[src/rtl/se_sequencer_if.sv]
// Control, table-write and tone-output bundle between the game logic and the note sequencer.
// Master drives trigger/stop/table writes; slave returns the registered tone outputs.
interface se_sequencer_if #(
  parameter int ADDR_W = 4,
  parameter int FREQ_W = 16,
  parameter int DUR_W  = 32
) ();
  logic              iTrig;
  logic              iStop;
  logic              iLoop;
  logic [ADDR_W:0]   iLength;
  logic              iWrEn;
  logic [ADDR_W-1:0] iWrAddr;
  logic [FREQ_W-1:0] iWrFreq;
  logic [DUR_W-1:0]  iWrDur;
  logic              oEnable;
  logic [FREQ_W-1:0] oFreq;
  logic [ADDR_W-1:0] oNoteIndex;
  logic              oDone;

  modport master (
    output iTrig, iStop, iLoop, iLength, iWrEn, iWrAddr, iWrFreq, iWrDur,
    input  oEnable, oFreq, oNoteIndex, oDone
  );

  modport slave (
    input  iTrig, iStop, iLoop, iLength, iWrEn, iWrAddr, iWrFreq, iWrDur,
    output oEnable, oFreq, oNoteIndex, oDone
  );
endinterface

[src/rtl/se_sequencer.sv]
// Programmable (freq, dur) note sequencer: one-shot or loop, stop/retrigger; outputs change one cycle after the deciding edge.
// No backpressure: the tone generator consumes oEnable/oFreq every cycle, iTrig is a level sampled per cycle.
module se_sequencer #(
  parameter int DEPTH  = 16,
  parameter int ADDR_W = 4,
  parameter int FREQ_W = 16,
  parameter int DUR_W  = 32
) (
  input  logic           iClock,
  input  logic           iReset,
  se_sequencer_if.slave  bus
);

  typedef enum logic {IDLE, PLAY} state_t;

  localparam logic [ADDR_W:0] DEPTH_L = (ADDR_W+1)'(DEPTH);

  logic [FREQ_W-1:0] r_tab_freq [DEPTH];
  logic [DUR_W-1:0]  r_tab_dur  [DEPTH];

  state_t            r_state;
  logic [ADDR_W:0]   r_len;
  logic              r_loop;
  logic [ADDR_W-1:0] r_idx;
  logic [FREQ_W-1:0] r_freq;
  logic [DUR_W-1:0]  r_dur;
  logic [DUR_W-1:0]  r_timer;
  logic              r_done;

  state_t            w_state_nxt;
  logic              w_accept;
  logic              w_note_end;
  logic [ADDR_W:0]   w_idx_inc;
  logic              w_load;
  logic [ADDR_W-1:0] w_load_idx;
  logic              w_clear;
  logic              w_done_nxt;
  logic [ADDR_W:0]   w_len_nxt;
  logic              w_loop_nxt;

  // Table has no reset so the game logic can keep effects programmed across resets.
  always_ff @(posedge iClock) begin
    if (bus.iWrEn && ({1'b0, bus.iWrAddr} < DEPTH_L)) begin
      r_tab_freq[bus.iWrAddr] <= bus.iWrFreq;
      r_tab_dur[bus.iWrAddr]  <= bus.iWrDur;
    end
  end

  assign w_accept   = bus.iTrig && (bus.iLength != '0) && (bus.iLength <= DEPTH_L);
  assign w_note_end = (r_dur == '0) || (r_timer == r_dur - 1'b1);
  assign w_idx_inc  = {1'b0, r_idx} + 1'b1;

  always_comb begin
    w_state_nxt = r_state;
    w_load      = 1'b0;
    w_load_idx  = '0;
    w_clear     = 1'b0;
    w_done_nxt  = 1'b0;
    w_len_nxt   = r_len;
    w_loop_nxt  = r_loop;
    if (bus.iStop) begin
      w_state_nxt = IDLE;
      w_clear     = 1'b1;
    end else if (w_accept) begin
      w_state_nxt = PLAY;
      w_load      = 1'b1;
      w_len_nxt   = bus.iLength;
      w_loop_nxt  = bus.iLoop;
    end else if (r_state == PLAY && w_note_end) begin
      if (w_idx_inc < r_len) begin
        w_load     = 1'b1;
        w_load_idx = w_idx_inc[ADDR_W-1:0];
      end else if (r_loop) begin
        w_load = 1'b1;
      end else begin
        w_state_nxt = IDLE;
        w_clear     = 1'b1;
        w_done_nxt  = 1'b1;
      end
    end
  end

  // Note freq/dur are copied out of the table at note start, so later writes never disturb a sounding note.
  always_ff @(posedge iClock) begin
    if (iReset) begin
      r_state <= IDLE;
      r_len   <= '0;
      r_loop  <= 1'b0;
      r_idx   <= '0;
      r_freq  <= '0;
      r_dur   <= '0;
      r_timer <= '0;
      r_done  <= 1'b0;
    end else begin
      r_state <= w_state_nxt;
      r_len   <= w_len_nxt;
      r_loop  <= w_loop_nxt;
      r_done  <= w_done_nxt;
      if (w_clear) begin
        r_idx   <= '0;
        r_freq  <= '0;
        r_dur   <= '0;
        r_timer <= '0;
      end else if (w_load) begin
        r_idx   <= w_load_idx;
        r_freq  <= r_tab_freq[w_load_idx];
        r_dur   <= r_tab_dur[w_load_idx];
        r_timer <= '0;
      end else if (r_state == PLAY) begin
        r_timer <= r_timer + 1'b1;
      end
    end
  end

  assign bus.oEnable    = (r_state == PLAY);
  assign bus.oFreq      = r_freq;
  assign bus.oNoteIndex = r_idx;
  assign bus.oDone      = r_done;

endmodule

[src/flat_wrapper.sv]
// flat-port wrapper written by rule: the top's interface ports become plain ports
module se_sequencer_flat 
#(
  parameter int DEPTH  = 16,
  parameter int ADDR_W = 4,
  parameter int FREQ_W = 16,
  parameter int DUR_W  = 32
)
  (iClock, iReset, bus_iTrig, bus_iStop, bus_iLoop, bus_iLength, bus_iWrEn, bus_iWrAddr, bus_iWrFreq, bus_iWrDur, bus_oEnable, bus_oFreq, bus_oNoteIndex, bus_oDone);
  se_sequencer_if #(.ADDR_W(ADDR_W), .FREQ_W(FREQ_W), .DUR_W(DUR_W)) bus_i ();
  input  logic iClock;
  input  logic iReset;
  input wire logic [$bits(bus_i.iTrig)-1:0] bus_iTrig;
  input wire logic [$bits(bus_i.iStop)-1:0] bus_iStop;
  input wire logic [$bits(bus_i.iLoop)-1:0] bus_iLoop;
  input wire logic [$bits(bus_i.iLength)-1:0] bus_iLength;
  input wire logic [$bits(bus_i.iWrEn)-1:0] bus_iWrEn;
  input wire logic [$bits(bus_i.iWrAddr)-1:0] bus_iWrAddr;
  input wire logic [$bits(bus_i.iWrFreq)-1:0] bus_iWrFreq;
  input wire logic [$bits(bus_i.iWrDur)-1:0] bus_iWrDur;
  output wire logic [$bits(bus_i.oEnable)-1:0] bus_oEnable;
  output wire logic [$bits(bus_i.oFreq)-1:0] bus_oFreq;
  output wire logic [$bits(bus_i.oNoteIndex)-1:0] bus_oNoteIndex;
  output wire logic [$bits(bus_i.oDone)-1:0] bus_oDone;
  assign bus_i.iTrig = bus_iTrig;
  assign bus_i.iStop = bus_iStop;
  assign bus_i.iLoop = bus_iLoop;
  assign bus_i.iLength = bus_iLength;
  assign bus_i.iWrEn = bus_iWrEn;
  assign bus_i.iWrAddr = bus_iWrAddr;
  assign bus_i.iWrFreq = bus_iWrFreq;
  assign bus_i.iWrDur = bus_iWrDur;
  assign bus_oEnable = bus_i.oEnable;
  assign bus_oFreq = bus_i.oFreq;
  assign bus_oNoteIndex = bus_i.oNoteIndex;
  assign bus_oDone = bus_i.oDone;
  se_sequencer #(.DEPTH(DEPTH), .ADDR_W(ADDR_W), .FREQ_W(FREQ_W), .DUR_W(DUR_W)) u_core (.iClock(iClock), .iReset(iReset), .bus(bus_i));
endmodule
[config.mk]
export PLATFORM = sky130hd
export DESIGN_NAME = se_sequencer_flat
export DESIGN_NICKNAME = d
export VERILOG_FILES = /design/src/rtl/se_sequencer_if.sv /design/src/rtl/se_sequencer.sv /design/src/flat_wrapper.sv
export SDC_FILE = /design/constraint.sdc
export NUM_CORES = 1
export LEC_CHECK = 0
export CORE_AREA = 2 2 283 285
export CTS_CLUSTER_DIAMETER = 40
export CTS_CLUSTER_SIZE = 10
export DETAILED_ROUTE_END_ITERATION = 10
export DIE_AREA = 0 0 285 287
export MAX_ROUTING_LAYER = met4
export PLACE_DENSITY = 0.66
export RECOVER_POWER = 50
export SLEW_MARGIN = 20
export SYNTH_ARGS = -nofsm -noshare
export SYNTH_HDL_FRONTEND = slang
export SYNTH_SLANG_ARGS = --single-unit
[constraint.sdc]
create_clock -name iClock -period 8.3 [get_ports iClock]
set_input_delay 0.83 -clock iClock [delete_from_list [all_inputs] [get_ports iClock]]
set_output_delay 0.83 -clock iClock [all_outputs]
set_load 0.01 [all_outputs]
==> run_1/met3.png <==
Drawn at 1.5 px/um.
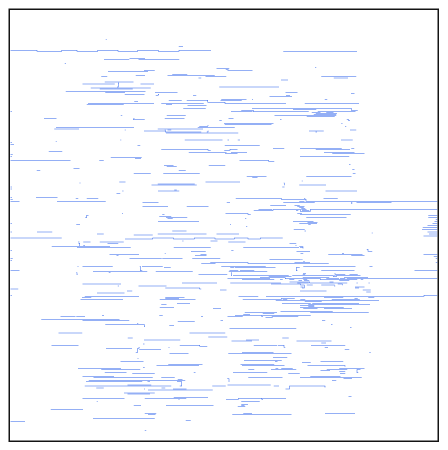
longest straight run: 105 um
share of all routed wire: 7.6%
M3 GR Usage: 0.0351
final wirelength: 92.9 mm
routed vias: 21,300

==> run_1/final_congestion.png <==
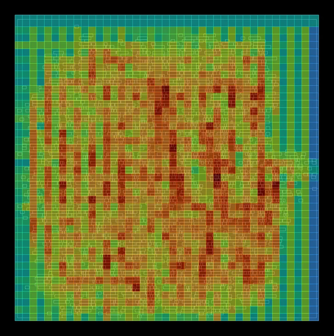
Post-Route Utilization: 0.521
met1 Use GR: 0.298

==> run_1/cell_classes.png <==
Drawn at 1 px/um. Fill, decap, tap and diode cells in grey.
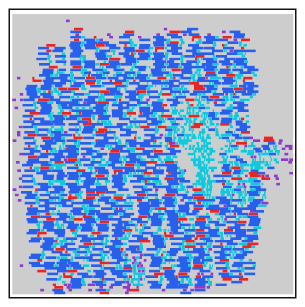
legend:
  cyan:
    class: all other logic
    cells: 1,377
  blue:
    class: flops
    cells: 860
  purple:
    class: other buffers and delay cells
    cells: 118
  red:
    class: clock drivers and dummy loads
    cells: 215
Seq area share: 0.608
cell area after layout: 41,000 sq um
row count: 103
Core Region: 78,600 sq um

==> metrics.cfg, run 1 <==
[outcome]
status = finished with violations
violations = max-capacitance violations, max-slew violations

[pwr]
pwr.group.clock_uw = 4900
clock_power_share = 0.488
p_per_area_nw_per_um2 = 245
seq_power_share = 0.482
sw_frac_of_total = 0.202

[layout]
largest_register_ffs = 512
drive_gt1_frac = 0.0969
largest-register = u_core.r_tab_dur
buffers = 118
lay_top_cells = edfxtp_1, mux2i_1, nand2_1
top_area_cell_class = flip-flops and latches
comb_area_frac = 0.236
comb.multi_input.count = 1358
logic_area_sq_um = 9690
clkbuf_count = 173

[drt]
wl_per_cell_um = 25.6

[yosys]
synth_xor_xnor_area_share = 0.0189
synth.cell_area_sq_um = 35100
synth.area.top_cells = edfxtp_1, mux2i_1, dfxtp_1
most_common_cell = edfxtp_1
syn-num-nets = 2447
ys_area_sq_um = 35100
ys.warnings.count = 0

[job]
drv_cap = 1

[clock_tree]
clock-root-buffer = clkbuf_16
clk_latency_ns = 0.67
clk_pin_slew_worst_paths_ns = 0.05
cts.sinks = 860

[critical_path]
worst-path-buf-inv = 2
r2r_slack_ns = 2.38
critPathKind = reg2reg
end_kind = flop

[sta]
finalCriticalPeriod_ns = 5.92
drv_slew = 49

[global_route]
first_global_vias = 21400

run 1: worst min-delay path by stage:
stage	from	cells past startpoint	endpoint
finish	u_core.r_len[3]	2	u_core.r_len[3]
global placement	u_core.r_len[4]	2	u_core.r_len[4]
CTS	u_core.r_len[3]	2	u_core.r_len[3]
global route	u_core.r_len[3]	2	u_core.r_len[3]
floorplan	u_core.r_loop	2	u_core.r_loop
detailed placement	u_core.r_len[3]	2	u_core.r_len[3]
run 1: metal layers:
layer / up-vias / part of all wire
li1: 9392 / -
met1: 10800 / 0.41
met2: 936 / 0.49
met3: 173 / 0.076
met4: 0 / 0.025
met5: - / 0
==> inputs of run 2 (changes only) <==
==> constraint.sdc (replaced) <==
create_clock -name iClock -period 5.55 [get_ports iClock]
set_input_delay 0.555 -clock iClock [delete_from_list [all_inputs] [get_ports iClock]]
set_output_delay 0.555 -clock iClock [all_outputs]
set_load 0.01 [all_outputs]
==> metrics.cfg, run 2 <==
[outcome]
status = finished with violations
violations = max-capacitance violations, max-slew violations

[clock_tree]
clock-root-buffer = clkbuf_16
clk_pin_slew_worst_paths_ns = 0.05
cts.sinks = 860
clk_latency_ns = 0.69

[sta]
postLayoutSetupSlackWorst_ns = 0.577
finalCriticalPeriod_ns = 4.97
drv_slew = 49

[drt]
highest_layer = met4
route.met2.wl_mm = 45.6
drt-met1-wl_mm = 39.0
dr.pass1.iters = 7
met3_length_mm = 6.67
drtAntennaViolNets = 0
drc_errors = 0

[pwr]
combPwrFrac = 0.032
pwr.group.clock_uw = 7470
seq_power_share = 0.477
ir_drop_mv = 0.239
p_per_area_nw_per_um2 = 366
sw_frac_of_total = 0.206
p_int_uw = 12100

[yosys]
syn-num-nets = 2447
synth.cell_area_sq_um = 35100
ys.warnings.count = 0
synth.area.top_cells = edfxtp_1, mux2i_1, dfxtp_1
ys_top_cells_by_count = edfxtp_1, mux2i_1, nand2_1, nor2_1, o21ai_0
ys_area_sq_um = 35100
synth_xor_xnor_area_share = 0.0189
most_common_cell = edfxtp_1

[layout]
drive_gt1_frac = 0.111
largest_register_ffs = 512
largest-register = u_core.r_tab_dur
lay_top_cells = edfxtp_1, mux2i_1, nand2_1

[critical_path]
worst-path-buf-inv = 1
end_kind = flop

[floorplan]
rows = 103

[global_route]
use_met3 = 0.0351
first_global_vias = 21700
grt_use_met1 = 0.300

[job]
drv_cap = 3

-- run 2: layout make-up --
class | instances | area [sq um]
diodes | 8 | 20.0
clock buffers | 175 | 3300
clock inverters | 46 | 671
fillers | 6412 | 37200
inverters | 19 | 71.3
multi-input cells | 1358 | 9660
flip-flops and latches | 860 | 24900
well taps | 1050 | 1310
repair buffers | 152 | 1490
-- run 2: worst paths after layout --
check,start,end,slack [ns],depth (start not counted)
max,u_core.r_dur[15],u_core.bus.oFreq[4],0.58,12
min,u_core.r_len[1],u_core.r_len[1],0.50,2
max reg2reg,u_core.r_dur[15],u_core.bus.oFreq[4],0.58,12
min reg2reg,u_core.r_len[1],u_core.r_len[1],0.50,2
-- run 2: worst min-delay path, delay by kind of cell, from the launching register on --
family	cells	cell delay [ns]
muxes	1	0.06
DFF	1	0.32
and+or+nand+nor	1	0.08
==> run_2/cell_classes.png <==
Drawn at 1 px/um. Fill, decap, tap and diode cells in grey.
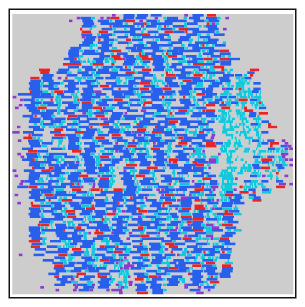
legend:
  cyan:
    class: all other logic
    cells: 1,377
  blue:
    class: flops
    cells: 860
  red:
    class: clock drivers and dummy loads
    cells: 221
  purple:
    class: other buffers and delay cells
    cells: 152
Post-Route Utilization: 0.527
Seq area share: 0.601
cell area after layout: 41,400 sq um

==> run_2/met3.png <==
Drawn at 1.5 px/um.
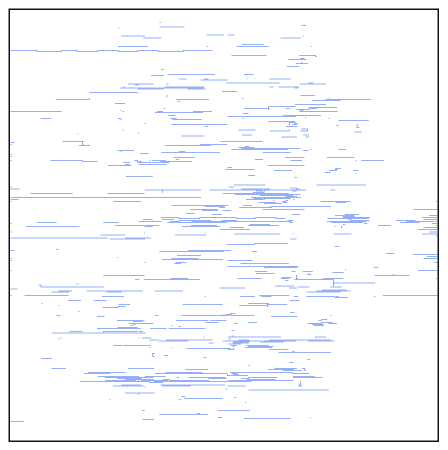
share of all routed wire: 7.1%
longest straight run: 127 um
nets with wire on the layer: 226
wire length on this layer: 6,670 um
main direction: horizontal
routed vias: 21,500
final wirelength: 93.7 mm

==> run_2/final_congestion.png <==
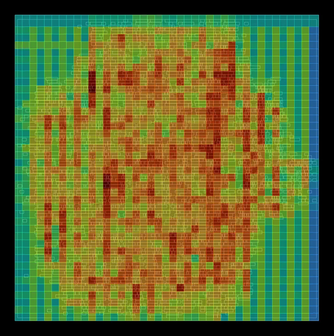
Wirelength per Cell: 25.5 um
GRT Util Overall: 0.234
Top Usage Layer GRT: met2

